--- config.mk ---
export PLATFORM = sky130hd
export DESIGN_NAME = leak_monitor
export DESIGN_NICKNAME = d
export VERILOG_FILES = /design/src/rtl/leak_monitor_pkg.sv /design/src/rtl/leak_monitor_sat_counter.sv /design/src/rtl/leak_monitor.sv
export SDC_FILE = /design/constraint.sdc
export NUM_CORES = 1
export LEC_CHECK = 0
export CAP_MARGIN = 20
export CORE_UTILIZATION = 39
export CTS_BUF_LIST = sky130_fd_sc_hd__clkbuf_4 sky130_fd_sc_hd__clkbuf_8
export DETAILED_ROUTE_END_ITERATION = 8
export PLACE_DENSITY = 0.66
export SLEW_MARGIN = 10
export SYNTH_ARGS = -nofsm -noshare
export SYNTH_HDL_FRONTEND = slang
export SYNTH_SLANG_ARGS = --single-unit
export TNS_END_PERCENT = 1
--- constraint.sdc ---
create_clock -name clk -period 3.3 [get_ports clk]
set_input_delay 0.33 -clock clk [delete_from_list [all_inputs] [get_ports clk]]
set_output_delay 0.33 -clock clk [all_outputs]
set_load 0.05 [all_outputs]
--- src/rtl/leak_monitor_pkg.sv ---
// Shared types and defaults for the leak monitor: FSM state encoding and
// default counter width / measurement timeout.
package leak_monitor_pkg;

  typedef enum logic [1:0] {
    IDLE    = 2'd0,
    MEASURE = 2'd1,
    REPORT  = 2'd2
  } monitorStateT;

  localparam int DEFAULT_CNT_WIDTH = 16;
  localparam int DEFAULT_TIMEOUT   = 1024;

endpackage

--- src/rtl/leak_monitor_sat_counter.sv ---
// Saturating up-counter with synchronous clear (clear wins over increment)
// and asynchronous active-high reset.
module sat_counter #(
  parameter int WIDTH = 16
) (
  input  logic             clk,
  input  logic             rst,
  input  logic             clr,
  input  logic             inc,
  output logic [WIDTH-1:0] q
);

  // Holds at all-ones once reached instead of wrapping back to zero.
  always_ff @(posedge clk or posedge rst) begin
    if (rst) begin
      q <= '0;
    end else if (clr) begin
      q <= '0;
    end else if (inc && (q != {WIDTH{1'b1}})) begin
      q <= q + WIDTH'(1);
    end
  end

endmodule

--- src/rtl/leak_monitor.sv ---
// Timing-leak monitor: measures completion latency of two multiplier copies
// started together and flags a mismatch. Macro LEAK_MONITOR_MAX_DELTA_EN adds max_delta.
module leak_monitor
  import leak_monitor_pkg::*;
#(
  parameter int CNT_WIDTH = DEFAULT_CNT_WIDTH,
  parameter int TIMEOUT   = DEFAULT_TIMEOUT
) (
  input  logic                 clk,
  input  logic                 rst,
  input  logic                 start,
  input  logic                 done_one,
  input  logic                 done_two,
  input  logic                 clear_stats,
  output logic                 busy,
  output logic                 result_valid,
  output logic                 leak,
  output logic                 timeout,
  output logic [CNT_WIDTH-1:0] lat_one,
  output logic [CNT_WIDTH-1:0] lat_two,
  output logic [CNT_WIDTH-1:0] delta,
  output logic [CNT_WIDTH-1:0] trial_count,
  output logic [CNT_WIDTH-1:0] leak_count
`ifdef LEAK_MONITOR_MAX_DELTA_EN
  , output logic [CNT_WIDTH-1:0] max_delta
`endif
);

  localparam logic [CNT_WIDTH-1:0] TIMEOUT_CNT = CNT_WIDTH'(TIMEOUT);

  monitorStateT state, nextState;

  logic [CNT_WIDTH-1:0] cnt;
  logic [CNT_WIDTH-1:0] latOne, latTwo;
  logic                 seenOne, seenTwo;
  logic                 timeoutFlag;
  logic                 seenNowOne, seenNowTwo, bothSeen, expire;
  logic                 leakNow;
  logic [CNT_WIDTH-1:0] deltaVal;

  assign seenNowOne = seenOne | done_one;
  assign seenNowTwo = seenTwo | done_two;
  assign bothSeen   = seenNowOne & seenNowTwo;
  assign expire     = (cnt == TIMEOUT_CNT) && !bothSeen;
  assign leakNow    = (latOne != latTwo) | timeoutFlag;
  assign deltaVal   = (latOne >= latTwo) ? (latOne - latTwo) : (latTwo - latOne);

  // Held at zero while idle so that accepting start lands it exactly on 1.
  sat_counter #(.WIDTH(CNT_WIDTH)) cycleCounter (
    .clk (clk),
    .rst (rst),
    .clr ((state == IDLE) && !start),
    .inc (((state == IDLE) && start) || (state == MEASURE)),
    .q   (cnt)
  );

  sat_counter #(.WIDTH(CNT_WIDTH)) trialCounter (
    .clk (clk),
    .rst (rst),
    .clr (clear_stats),
    .inc (state == REPORT),
    .q   (trial_count)
  );

  sat_counter #(.WIDTH(CNT_WIDTH)) leakCounter (
    .clk (clk),
    .rst (rst),
    .clr (clear_stats),
    .inc ((state == REPORT) && leakNow),
    .q   (leak_count)
  );

  always_ff @(posedge clk or posedge rst) begin
    if (rst) begin
      state <= IDLE;
    end else begin
      state <= nextState;
    end
  end

  always_comb begin
    nextState = state;
    case (state)
      IDLE:    if (start) nextState = MEASURE;
      MEASURE: if (bothSeen || expire) nextState = REPORT;
      REPORT:  nextState = IDLE;
      default: nextState = IDLE;
    endcase
  end

  always_comb begin
    busy         = 1'b0;
    result_valid = 1'b0;
    case (state)
      MEASURE: busy = 1'b1;
      REPORT: begin
        busy         = 1'b1;
        result_valid = 1'b1;
      end
      default: ;
    endcase
  end

  // Only the first done of each copy is latched; on expiry any copy still
  // unseen reports an all-ones latency.
  always_ff @(posedge clk or posedge rst) begin
    if (rst) begin
      latOne      <= '0;
      latTwo      <= '0;
      seenOne     <= 1'b0;
      seenTwo     <= 1'b0;
      timeoutFlag <= 1'b0;
    end else if ((state == IDLE) && start) begin
      latOne      <= '0;
      latTwo      <= '0;
      seenOne     <= 1'b0;
      seenTwo     <= 1'b0;
      timeoutFlag <= 1'b0;
    end else if (state == MEASURE) begin
      if (done_one && !seenOne) begin
        latOne  <= cnt;
        seenOne <= 1'b1;
      end
      if (done_two && !seenTwo) begin
        latTwo  <= cnt;
        seenTwo <= 1'b1;
      end
      if (expire) begin
        timeoutFlag <= 1'b1;
        if (!seenNowOne) latOne <= '1;
        if (!seenNowTwo) latTwo <= '1;
      end
    end
  end

  assign lat_one = latOne;
  assign lat_two = latTwo;
  assign delta   = deltaVal;
  assign leak    = leakNow;
  assign timeout = timeoutFlag;

`ifdef LEAK_MONITOR_MAX_DELTA_EN
  logic [CNT_WIDTH-1:0] maxDelta;

  // Timed-out trials carry a synthetic all-ones latency, so they are excluded.
  always_ff @(posedge clk or posedge rst) begin
    if (rst) begin
      maxDelta <= '0;
    end else if (clear_stats) begin
      maxDelta <= '0;
    end else if ((state == REPORT) && !timeoutFlag && (deltaVal > maxDelta)) begin
      maxDelta <= deltaVal;
    end
  end

  assign max_delta = maxDelta;
`endif

endmodule

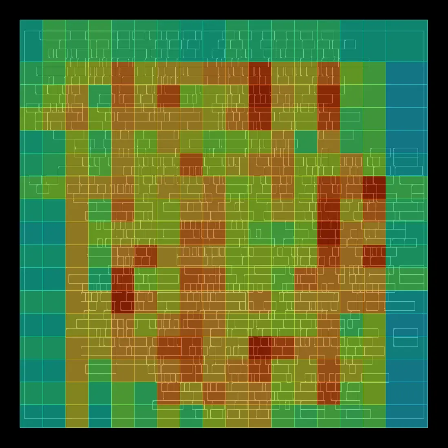
Fig. 1. Congestion heat map (run 1).
mean routed wirelength per cell: 15.74 um
met1 Use GR: 0.2806

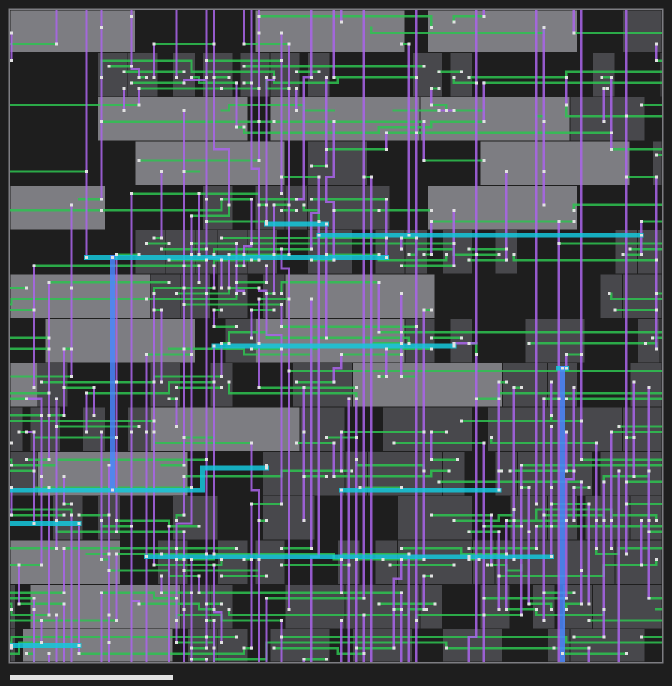
Fig. 2. Close-up of the layout (run 1).
Bar = 10 um. Window x 42 to 82, y 17 to 57 um. Cells in gray, sequential cells in the stronger gray; small squares are vias.
legend:
  M1:
    color: green
  M3:
    color: cyan
  M4:
    color: blue
  M2:
    color: purple
netlist names of flops here include: lat_one (9), lat_two (8), cycleCounter.q (3)
sequential cells in the window: 20
most frequent: dfrtp_1 (19), a21oi_1 (17), o21ai_1 (17)
cells with their middle in the window: 114

==> impl_metrics.yaml, run 1 <==
# physical design summary
run_status:
  status: "finished with violations"
  violations: "setup timing"
floorplan:
  fp.dieH_um: 123.0
  rows: 43
  die_w_um: 123.0
  core_util_floorplan: 0.4051
  core_mm2: 0.01410
  die_area_mm2: 0.01513
  io_pins: 90
  tap-cell-count: 180
yosys:
  synth.area.top_cells: "dfrtp_1, ha_1, a21oi_1"
  yosys_area_mm2: 0.005710
  edf_count: 0
  synth_top_area_share: 0.3725
  synthCells: 659
  netlist_logic_family_top: "simple AND/OR/NAND/NOR gates"
  ys_sh_aoi: 0.1729
  yosys.area.top_type: "dfrtp_1"
  ys_seq_frac: 0.3725
  async_flop_share: 1.000
  ys_types: 55
  ys_cells: 659
  simple_gate_area_frac: 0.1871
  synth_flops: 85
clock_tree:
  clock-root-buffer: "clkbuf_8"
  hold_buffers: 0
  cts_resized: 1
  post_cts_buffers: 1
  clk_latency_ns: 0.36
  cts_tree: "yes"
  clockBufferDepth: 2
  htree_levels: 3
grt:
  grt_start_max_net_pins: 49
  met2_usage: 0.3304
  met3_usage: 0.02860
  grt_usage: 0.2040
  grt_overflow_total: 0
placement:
  pre_cts_ws_ns: 0.2080
  portBuffers: 89
  post_dp_cell_area_mm2: 0.007084
  dpl.hpwl_mm: 11.15
layout:
  stdcell_area_mm2: 0.007491
  comb_share: 0.4567
  diodes: 0
  layout.nets: 803
  layout-drive-gt1-share: 0.1382
  final_common_cell: "dfrtp_1"
  layout.nonclk_buf_frac: 0.1769
  nMultiInputCombCells: 496
  dominant_cells: "combinational gates"
  clockNetworkAreaShare: 0.02956
  ff_count: 85
  seqCellArea_mm2: 0.002128
  num-nonclk-buffers: 119
  nFillCells: 1307
  syn2layout_area_growth_pct: 31.18
  logic_area_mm2: 0.003421
  nNonClkInverters: 45
  lay_top_cells: "dfrtp_1, clkdlybuf4s50_1, a21oi_1"
  seq_share: 0.2841
final_timing:
  max_slew_margin: 0.5299
  timing.final.crit_period_ns: 3.415
  slew_violations: 0
  setup_viol: 13
  finalCritPeriodShare: 1.035
  setup_ws_ns: -0.1152
  grt_setup_unrepaired: "yes"
  setup_tns_ns: -0.9888
  tightest_slew_ns: 0.7043
pwr:
  power_density_mw_per_mm2: 972.8
  ir_worst_vdd_v: 0.0007036
  p_total_w: 0.007287
  p_leak_nw: 3.147
  combPwrFrac: 0.718
  intPower_w: 0.003898
  switching_power_w: 0.003389
  pwr-share-clk: 0.113
detailed_routing:
  drtAntennaViolNets: 0
  drc: 0
  drtPass1Iterations: 4
worst_setup_path:
  cp_max_fo: 6
  arrival_ns: 3.09
  cp_slowest_stage_delay_ns: 0.41
  crit_path_start_kind: "register"
  worstSetupEndpointType: "output pin"
  reg2reg_slack_ns: 0.55
  critPathKind: "reg -> out"
  critPathRequiredTime_ns: 2.97
run:
  maxCapViolCount: 0
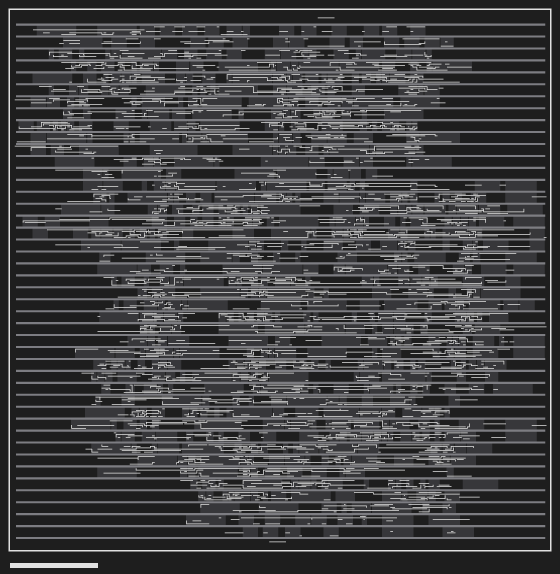
Fig. 3. M1 wires (run 1).
Bar = 20 um. Supply wires on this layer in gray.
nets with wire on the layer: 719
longest straight run: 35.4 um
wire length on this layer: 6910 um
via total after detailed routing: 4980
final wirelength: 14.80 mm

==> run 1: power groups by stage <==
stage,clock network (W),logic [W],registers [W]
after CTS,0.000841,0.00492,0.00123
final,0.000827,0.00523,0.00123
after global placement,0,0.00486,0.00125
after floorplan,0,0.00290,0.00136
after detailed placement,0,0.00490,0.00126
after global routing,0.000885,0.00553,0.00124
==> run 1: Yosys cell counts, types with 2 or more instances <==
master and count:
ha_1 39, fa_1 2, o21bai_1 5, and4_1 7
inv_1 45, a211oi_1 8, nor4_1 7, nand2_1 64
nor4b_1 2, nor2_1 63, a31oi_1 6, nor3_1 10
a21oi_1 67, buf_2 10, and3_1 6, nand4_1 13
buf_4 3, nor2b_1 3, buf_1 4, or3_1 3
a21o_1 5, xor2_1 28, o21a_1 3, nand3_1 19
xnor2_1 30, or2_2 2, o21ai_0 23, clkbuf_1 14
o21ai_1 35, dfrtp_1 85, and2_1 5, buf_6 2
nand3b_1 2, mux2i_1 16, nor3_2 3
==> run 1: worst paths after layout <==
check,startpoint,endpoint,cells after the start
setup / recovery,lat_two[0]$_DFFE_PP0P_,delta[7],11
hold / removal,rst,trialCounter.q[11]$_DFFE_PP0P_,2
setup reg to reg,lat_one[2]$_DFFE_PP0P_,leakCounter.q[15]$_DFFE_PP0P_,8
hold reg to reg,lat_one[15]$_DFFE_PP0P_,lat_one[15]$_DFFE_PP0P_,2
max in group asynchronous,rst,lat_one[1]$_DFFE_PP0P_,3
min in group clk,lat_one[15]$_DFFE_PP0P_,lat_one[15]$_DFFE_PP0P_,2
==> run 1: layer usage <==
metal,share of wire,vias up
met1,0.47,2387
met2,0.48,114
li1,-,2460
met4,0.018,0
met3,0.035,19
met5,0,-
==> run 1 -> run 2 <==
CTS_CLUSTER_DIAMETER = 60   (was not set)
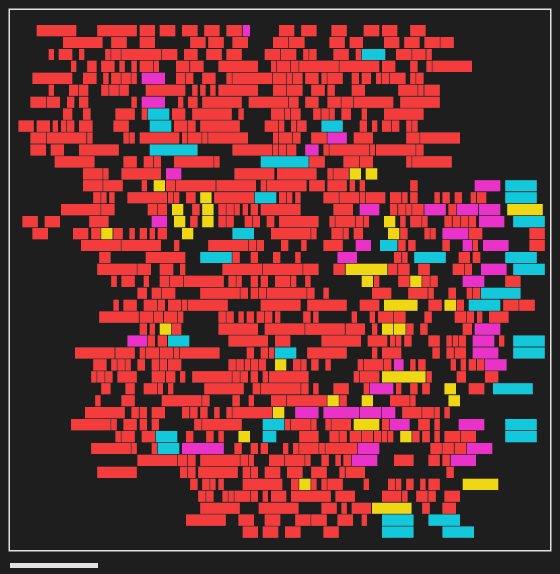
Fig. 4. Cell sizes after repair (run 2).
Bar = 20 um.
legend:
  x3 and x4:
    color: yellow
    cells: 34
    share: 4.5%
  x1 and smaller:
    color: red
    cells: 655
    share: 86%
  x6 and larger:
    color: cyan
    cells: 33
    share: 4.3%
  x2:
    color: magenta
    cells: 38
    share: 5.0%

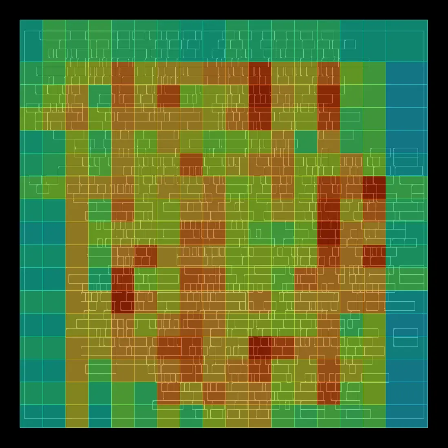
Fig. 5. Congestion heat map (run 2).
layer with the highest usage: met2
met3 usage: 0.02860

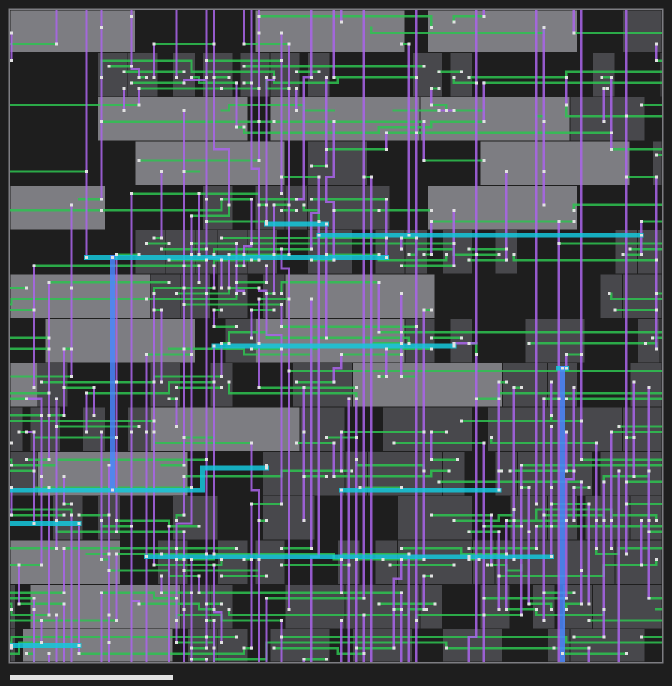
Fig. 6. Close-up of the layout (run 2).
Bar = 10 um. Window x 42 to 82, y 17 to 57 um. Cells in gray, sequential cells in the stronger gray; small squares are vias.
legend:
  M3:
    color: cyan
  M1:
    color: green
  M2:
    color: purple
  M4:
    color: blue
cells with their middle in the window: 114
most frequent: dfrtp_1 (19), a21oi_1 (17), o21ai_1 (17)
sequential cells in the window: 20
netlist names of flops here include: lat_one (9), lat_two (8), cycleCounter.q (3)

==> run 2 against run 1 <==
  * The flow still finishes with violations (setup timing)
  * First-iteration DRC count unchanged
  * Hold slack stayed put
  * Area after synthesis did not move
  * Flip-flop count unchanged
==> impl_metrics.yaml, run 2 <==
# physical design summary
run_status:
  status: "finished with violations"
  violations: "setup timing"
layout:
  layout-drive-gt1-share: 0.1382
  syn2layout_area_growth_pct: 31.18
  final_common_cell: "dfrtp_1"
  layout.nets: 803
  lay_top_cells: "dfrtp_1, clkdlybuf4s50_1, a21oi_1"
  nFillCells: 1307
  diodes: 0
detailed_routing:
  wl_met2_mm: 7.113
  via_count: 4980
  finalWirelength_mm: 14.80
  drt_iter0_markers: 303
  met3_length_um: 516
  drc: 0
  drtAntennaViolNets: 0
  wl_met1_mm: 6.909
  drtPass1Iterations: 4
  top_layer: "met4"
floorplan:
  die_area_mm2: 0.01513
  io_pins: 90
  core_mm2: 0.01410
  core_util_floorplan: 0.4051
  fp.dieH_um: 123.0
  die_w_um: 123.0
clock_tree:
  hold_buffers: 0
  clk_latency_ns: 0.36
  cts_resized: 1
  clock-root-buffer: "clkbuf_8"
  cts_tree: "yes"
  post_cts_buffers: 1
  htree_levels: 3
final_timing:
  slew_violations: 0
  setup_ws_ns: -0.1152
  setup_viol: 13
  max_slew_margin: 0.5299
  tightest_slew_ns: 0.7043
pwr:
  p_leak_nw: 3.147
  switching_power_w: 0.003389
  p_clk_w: 0.000827
  powerComb_w: 0.00523
  combPwrFrac: 0.718
  top_power_group: "combinational cells"
  intPower_w: 0.003898
  power_density_mw_per_mm2: 972.8
yosys:
  synth_flops: 85
  edf_count: 0
  synth_top_area_share: 0.3725
  synth.area.top_cells: "dfrtp_1, ha_1, a21oi_1"
  yosys-top-cells-count: "dfrtp_1, a21oi_1, nand2_1"
  yosys.area.top_type: "dfrtp_1"
  ys_cells: 659
  yosys_area_mm2: 0.005710
  async_flop_share: 1.000
  ys_seq_frac: 0.3725
  ys_types: 55
  synthCells: 659
grt:
  met2_usage: 0.3304
  grt_start_max_net_pins: 49
  grt.met1_usage: 0.2806
  grt_usage: 0.2040
  grt_overflow_total: 0
placement:
  dpl.hpwl_mm: 11.15
worst_setup_path:
  path_depth: 11
  cp_slowest_stage_delay_ns: 0.41
  rr_worst_depth: 8
  cp_max_fo: 6
  reg2reg_from: "lat_one[2]$_DFFE_PP0P_"
  worstSetupEndpointType: "output pin"
  critPathKind: "reg -> out"
  reg2reg_slack_ns: 0.55
  arrival_ns: 3.09
run:
  maxCapViolCount: 0
## run 2: kinds of logic (layout without fill, tap and decap cells)
logic type	Yosys count	after routing	synth area share
adder cells (fa/ha/maj)	41	41	0.09246
flip-flops	85	85	0.3725
AND-OR/OR-AND	165	165	0.1729
buffers and inverters	78	179	0.05806
AND/OR/NAND/NOR	216	216	0.1871
multiplexers	16	16	0.02804
XOR/XNOR	58	58	0.08896
## run 2: per-stage QoR
step           total power (W)  hold slack (ns)  cell area [um^2]  TNS [ns]  setup WS (ns)
6_report              0.007287           0.3690              7491   -0.9888        -0.1152
5_1_grt               0.007656           0.4103              7491    -2.510        -0.2542
4_1_cts               0.006997           0.3825              7315    -1.405        -0.1552
3_5_place_dp          0.006156           0.5104              7084         0         0.2080
3_3_place_gp          0.006104           0.4989              7084         0         0.2483
2_1_floorplan         0.004260           0.3931              5789   -0.6908        -0.1960
## run 2: worst max path at each step
| stage | start | to | slack [ns] |
|---|---|---|---|
| 2_1_floorplan | lat_one[0]$_DFFE_PP0P_ | delta[5] | -0.20 |
| 3_3_place_gp | lat_one[0]$_DFFE_PP0P_ | delta[5] | 0.25 |
| 3_5_place_dp | lat_one[0]$_DFFE_PP0P_ | delta[5] | 0.21 |
| 4_1_cts | lat_two[0]$_DFFE_PP0P_ | delta[5] | -0.16 |
| 5_1_grt | lat_two[0]$_DFFE_PP0P_ | delta[7] | -0.25 |
| 6_report | lat_two[0]$_DFFE_PP0P_ | delta[7] | -0.12 |
## run 2: area by class of cell
cell class                      instances  area (um^2)  area share
Multi-Input combinational cell        496         3421      0.4567
Sequential cell                        85         2128      0.2841
Timing Repair Buffer                  119         1325      0.1769
Tap cell                              180        225.2     0.03007
Inverter                               45        170.2     0.02272
Clock buffer                           10        137.6     0.01837
Clock inverter                          5        83.83     0.01119
Power is estimated from default activity; no workload was simulated.
